File: src/rtl/fp16_multiplier_if.sv
// fp16_multiplier_if: operand/result bundle for fp16_multiplier (in_valid, a, b -> result, out_valid)
interface fp16_multiplier_if;
  logic        in_valid;
  logic [15:0] a;
  logic [15:0] b;
  logic [15:0] result;
  logic        out_valid;
  modport master (output in_valid, a, b, input result, out_valid);
  modport slave (input in_valid, a, b, output result, out_valid);
endinterface

File: src/rtl/fp16_multiplier.sv
// fp16_multiplier: binary16 a*b, RNE, flush-to-zero, 1-cycle registered (clk, rst, bus: in_valid/a/b -> result/out_valid)
module fp16_multiplier (
  input logic clk,
  input logic rst,
  fp16_multiplier_if.slave bus
);
  logic               w_s, w_a_nan, w_b_nan, w_a_inf, w_b_inf, w_a_zero, w_b_zero, w_nan, w_inf, w_zero;
  logic [21:0]        w_p;
  logic [9:0]         w_frac;
  logic               w_guard, w_sticky, w_rnd;
  logic [10:0]        w_fr;
  logic signed [7:0]  w_e, w_e2;
  logic [15:0]        w_res;
  logic [15:0]        r_result;
  logic               r_out_valid;
  assign w_s      = bus.a[15] ^ bus.b[15];
  assign w_a_nan  = &bus.a[14:10] & |bus.a[9:0];
  assign w_b_nan  = &bus.b[14:10] & |bus.b[9:0];
  assign w_a_inf  = &bus.a[14:10] & ~|bus.a[9:0];
  assign w_b_inf  = &bus.b[14:10] & ~|bus.b[9:0];
  // exp=0 covers both true zero and flushed subnormals
  assign w_a_zero = ~|bus.a[14:10];
  assign w_b_zero = ~|bus.b[14:10];
  assign w_nan    = w_a_nan | w_b_nan | (w_a_inf & w_b_zero) | (w_b_inf & w_a_zero);
  assign w_inf    = w_a_inf | w_b_inf;
  assign w_zero   = w_a_zero | w_b_zero;
  assign w_p      = {11'b0, 1'b1, bus.a[9:0]} * {11'b0, 1'b1, bus.b[9:0]};
  // product in [1,4): P[21] selects a one-bit normalising shift
  assign w_frac   = w_p[21] ? w_p[20:11] : w_p[19:10];
  assign w_guard  = w_p[21] ? w_p[10] : w_p[9];
  assign w_sticky = w_p[21] ? |w_p[9:0] : |w_p[8:0];
  assign w_rnd    = w_guard & (w_sticky | w_frac[0]);
  assign w_e      = $signed({3'b0, bus.a[14:10]}) + $signed({3'b0, bus.b[14:10]}) - 8'sd15 + $signed({7'b0, w_p[21]});
  assign w_fr     = {1'b0, w_frac} + {10'b0, w_rnd};
  assign w_e2     = w_e + $signed({7'b0, w_fr[10]});
  always_comb
    w_res = w_nan ? 16'h7E00 :
            w_inf ? {w_s, 5'h1F, 10'h0} :
            w_zero ? {w_s, 15'h0} :
            (w_e2 >= 8'sd31) ? {w_s, 5'h1F, 10'h0} :
            (w_e2 <= 8'sd0) ? {w_s, 15'h0} :
            {w_s, w_e2[4:0], w_fr[10] ? 10'h0 : w_fr[9:0]};
  always_ff @(posedge clk) begin
    if (rst) begin
      r_result    <= 16'h0000;
      r_out_valid <= 1'b0;
    end else begin
      r_out_valid <= bus.in_valid;
      if (bus.in_valid) r_result <= w_res;
    end
  end
  assign bus.result    = r_result;
  assign bus.out_valid = r_out_valid;
endmodule

File: src/flat_wrapper.sv
// flat-port wrapper written by rule: the top's interface ports become plain ports
module fp16_multiplier_flat 
  (clk, rst, bus_in_valid, bus_a, bus_b, bus_result, bus_out_valid);
  fp16_multiplier_if bus_i ();
  input logic clk;
  input logic rst;
  input wire logic [$bits(bus_i.in_valid)-1:0] bus_in_valid;
  input wire logic [$bits(bus_i.a)-1:0] bus_a;
  input wire logic [$bits(bus_i.b)-1:0] bus_b;
  output wire logic [$bits(bus_i.result)-1:0] bus_result;
  output wire logic [$bits(bus_i.out_valid)-1:0] bus_out_valid;
  assign bus_i.in_valid = bus_in_valid;
  assign bus_i.a = bus_a;
  assign bus_i.b = bus_b;
  assign bus_result = bus_i.result;
  assign bus_out_valid = bus_i.out_valid;
  fp16_multiplier u_core (.clk(clk), .rst(rst), .bus(bus_i));
endmodule
File: config.mk
export PLATFORM = sky130hd
export DESIGN_NAME = fp16_multiplier_flat
export DESIGN_NICKNAME = d
export VERILOG_FILES = /design/src/rtl/fp16_multiplier_if.sv /design/src/rtl/fp16_multiplier.sv /design/src/flat_wrapper.sv
export SDC_FILE = /design/constraint.sdc
export NUM_CORES = 1
export LEC_CHECK = 0
export CAP_MARGIN = 0
export CORE_MARGIN = 8
export CORE_UTILIZATION = 45
export CTS_BUF_LIST = sky130_fd_sc_hd__clkbuf_4 sky130_fd_sc_hd__clkbuf_8 sky130_fd_sc_hd__clkbuf_16
export CTS_CLUSTER_SIZE = 30
export DETAILED_ROUTE_END_ITERATION = 10
export PLACE_DENSITY = 0.7
export SKIP_CTS_REPAIR_TIMING = 1
export SLEW_MARGIN = 30
export SYNTH_ARGS = -nofsm -noshare
export SYNTH_HDL_FRONTEND = slang
export SYNTH_SLANG_ARGS = --single-unit
File: constraint.sdc
create_clock -name clk -period 33 [get_ports clk]
set_input_delay 8.25 -clock clk [delete_from_list [all_inputs] [get_ports clk]]
set_output_delay 8.25 -clock clk [all_outputs]
set_load 0.005 [all_outputs]
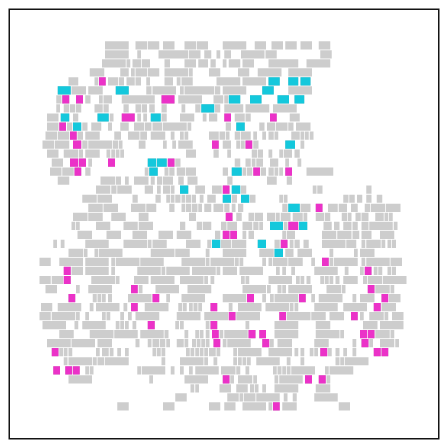
**Above:** logic cells by family.
legend:
  AND and OR gates:
    color: magenta
    cells: 64
  AND-OR and OR-AND gates:
    color: cyan
    cells: 31

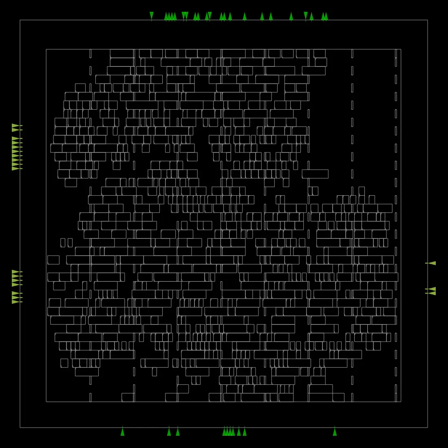
**Above:** placed standard cells.
core area: 0.01252 mm2
flop count: 17
Cell Count, Final, Fillers Out: 919
proportion of cell area occupied by registers: 5.286%
Tapcells: 172

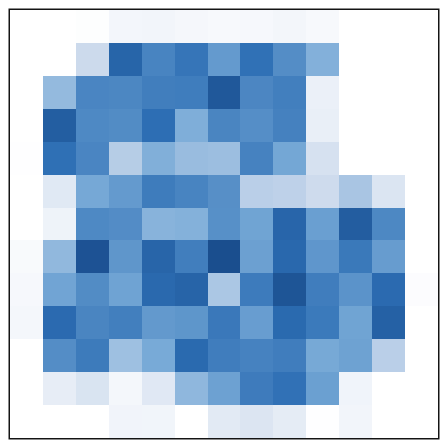
**Above:** local utilization.
The die is cut into 13 by 13 equal tiles; white is low, dark blue is high, 0 to 100% covered.
emptiest ninth of the die: top right
fullest tile: 88%
nearly empty tiles: 25%
mean over tiles: 37%

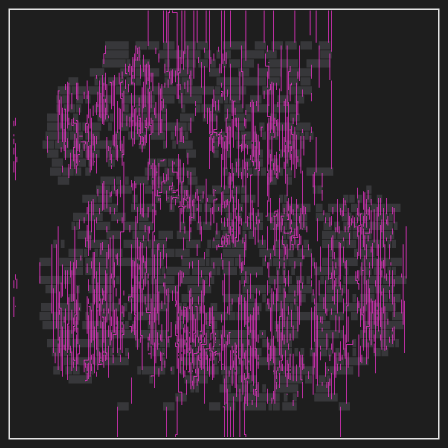
**Above:** M2 wires.
Cells faint in the background.
main direction: vertical
longest straight run: 35.4 um
wire length on this layer: 6920 um

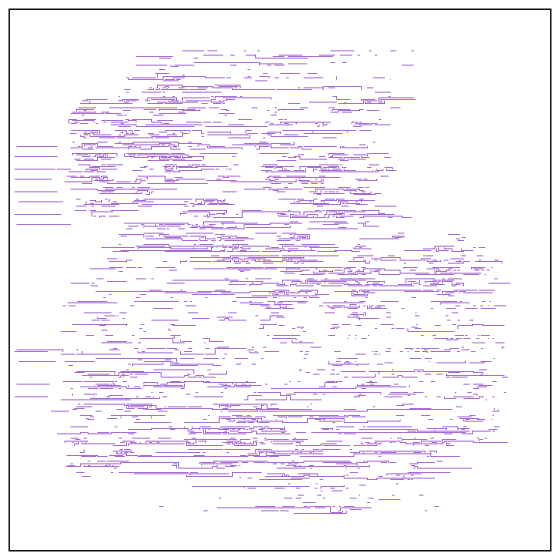
**Above:** metal 1.
main direction: horizontal
longest straight run: 36.8 um

==> out/results.txt <==
dominant logic cell types in the final layout -> inv_1 (133), fa_1 (82), nand2_1 (78), ha_1 (70), clkdlybuf4s50_1 (51)
Hold Crit Class -> flop to flop
Synth area leaders -> fa_1 (29%), ha_1 (15%), inv_1 (8.7%)
GP Congestion -> 0.9517
CTS clk-pin slew, worst paths -> 0.05 ns
Synth Register Bits -> 17
Worst Max-Slew Pin Slew -> 0.7661 ns
Top pwr grp -> combinational cells
H-Tree Depth -> 1
M1 wire length -> 6.235 mm
num ports -> 52
Floorplan Utilization -> 45.86%
GR Util met3 -> 2.855%
CP Buf/Inv Count -> 6
Crit-path slowest cell -> a2111oi_1
die area -> 0.01663 mm2
Die X -> 128.9 um
placed cells -> 915
TritonCTS Sinks -> 17
required time of the critical path -> 33.14 ns
met2 GRT Util -> 32.33%
setup TNS -> 0 ns
Setup Viol. Count Final -> 0
Crit Reg-Reg Startpoint -> u_core.bus.result[9]$_SDFFE_PP0P_
most common cell after layout, fill and taps aside -> inv_1
GR peak layer -> met2
DRC -> 0
Top delay family on crit path -> adder cells
number of cells on the critical path -> 34
Fillers -> 1235
power in sequential cells -> 0.0277 mW
hold path endpoint -> u_core.bus.result[6]$_SDFFE_PP0P_
GRT Total Usage -> 17.89%
highest routed layer -> met4
DR WL met3 -> 684 um
final worst setup slack -> 15.47 ns
Layout Utilization -> 51.44%
number of global-route vias before repair -> 5293
register area share after synthesis -> 5.929%
outcome -> completed
top_reg_cell synth -> dfxtp_1
maximum VDD drop -> 0.06348 mV
syn nets -> 906
average via count per standard cell -> 5.476
Cell Type Count -> 59
Max Freq -> 57.06 MHz
final hold viol count -> 0
Finished Cell Area -> 0.006439 mm2
P_sw -> 0.3887 mW
Crit. Startpoint -> bus_b[8]
Combinational Power Share -> 92.4%
tool warning count -> 28
Placed Instance Area -> 0.006357 mm2
routed len/inst -> 15.14 um
GRT Residual Overflow -> 0
Syn-to-layout area delta -> 12.16%
Critical Path End Type -> flop
clk buf depth -> 2
Worst Skew -> 0 ns
cell taking the most area after synthesis -> fa_1
Internal -> 0.2872 mW
CP max stage delay -> 0.75 ns
WHS Path Cells -> 2
initial drt markers -> 248
max cap viols -> 0
Post-DRT Antenna Nets -> 0
Leak -> 3.122 nW
critical path class -> input pin to flop
Min Hold Slack -> 0.4509 ns
CTS root buf -> clkbuf_16
largest fanout on the critical path -> 12
Syn Inst Count -> 719
die height -> 128.9 um
clk latency late pin -> 0.24 ns
P_clk -> 0.0239 mW
yosys cell count -> 719
met2 WL post-DR -> 6.918 mm
asr flop ratio synth -> 0%
NumNets Final -> 935
flip-flops with a built-in enable -> 0
Logic power comb -> 0.624 mW
Ys Warns -> 0
CTS tree -> done
Std-Cell Rows -> 41
CP arrival -> 17.66 ns
met1 Usage GRT -> 22.70%
ant diodes -> 0
Slew Viols, Final -> 0
Most Frequent Cell on Critical Path -> fa_1
Num CTS Buffers -> 3
initial antenna violation count -> 0
Yosys chip area -> 0.005741 mm2
part of the cycle the worst path needs -> 53.11%
Worst setup SP type -> input pin
PwrDens -> 105.0 mW/mm2
reg2reg path depth -> 4
WL final -> 13.92 mm
layout cells sized above 1 -> 1.606%
Setup crit end -> u_core.bus.result[1]$_SDFFE_PP0P_
PortBufs -> 51
DR vias -> 5032
hold_sp -> u_core.bus.result[6]$_SDFFE_PP0P_
syn_area_per_cell -> 7.984 um2
DP Worst Slack -> 15.11 ns
cell area after synthesis -> 0.005741 mm2
drt pass-1 iters -> 5
clock share of power -> 3.5%
fin crit period -> 17.53 ns
power share of the sequential group -> 4.1%
flop-to-flop setup slack -> 32.20 ns
dpl hpwl -> 11.93 mm
first-pass GRT wire length -> 24.62 mm
Net Sw Frac -> 57.51%
RSZ-0062 raised after global routing -> false
relative slew slack -> 48.80%
post-synth top area share -> 28.60%
largest net degree at the start of global routing -> 13
-- state kept, by name (all words and copies together), names as in the netlist --
name / flops
u_core.bus.out_valid: 1
u_core.bus.result: 16
-- synthesized netlist by cell type, drive strengths merged (2+ instances only) --
| master | instances |
|---|---|
| inv | 134 |
| fa | 82 |
| nand2 | 78 |
| ha | 70 |
| and2 | 46 |
| nor2 | 45 |
| a21oi | 33 |
| o21ai | 28 |
| clkbuf | 25 |
| nand3 | 19 |
| dfxtp | 17 |
| xor2 | 12 |
| nor3 | 11 |
| a211oi | 10 |
| a21o | 9 |
| and3 | 9 |
| xnor2 | 9 |
| o211ai | 8 |
| nand4 | 6 |
| a21boi | 5 |
| a32o | 5 |
| a22o | 4 |
| nor2b | 4 |
| nor4 | 4 |
| o21a | 4 |
| a2111oi | 3 |
| nand2b | 3 |
| o2111a | 3 |
| o31ai | 3 |
| or4 | 3 |
| a211o | 2 |
| a221oi | 2 |
| buf | 2 |
| o311ai | 2 |
| or2 | 2 |
| or3 | 2 |
-- cell families (layout without fill, tap and decap cells) --
family | after synthesis | in the layout | synth area share, %
xor+xnor | 21 | 21 | 3.204
simple gates | 236 | 236 | 20.03
fa+ha+maj | 152 | 152 | 43.85
buf+inv | 161 | 189 | 10.66
compound gates | 130 | 130 | 15.76
mux | 2 | 2 | 0.5667
flops | 17 | 17 | 5.929
-- cell type report --
type	count	area, um2	share of cell area (%)
clock inverter	1	5.005	0.07773
inverter	134	503.0	7.812
multi-input combinational	541	4790	74.39
timing repair buffer	51	510.5	7.928
clock buffer	3	75.07	1.166
sequential	17	340.3	5.286
tap	172	215.2	3.342
-- worst reg2reg max path, cell delays in order (launching register included) --
cell	delay [ns]
dfxtp_1	0.35
nor2_1	0.05
nor2_1	0.10
nand2_1	0.07
nor3_1	0.17
No activity file was given, so power comes from the tool's default toggle rates.
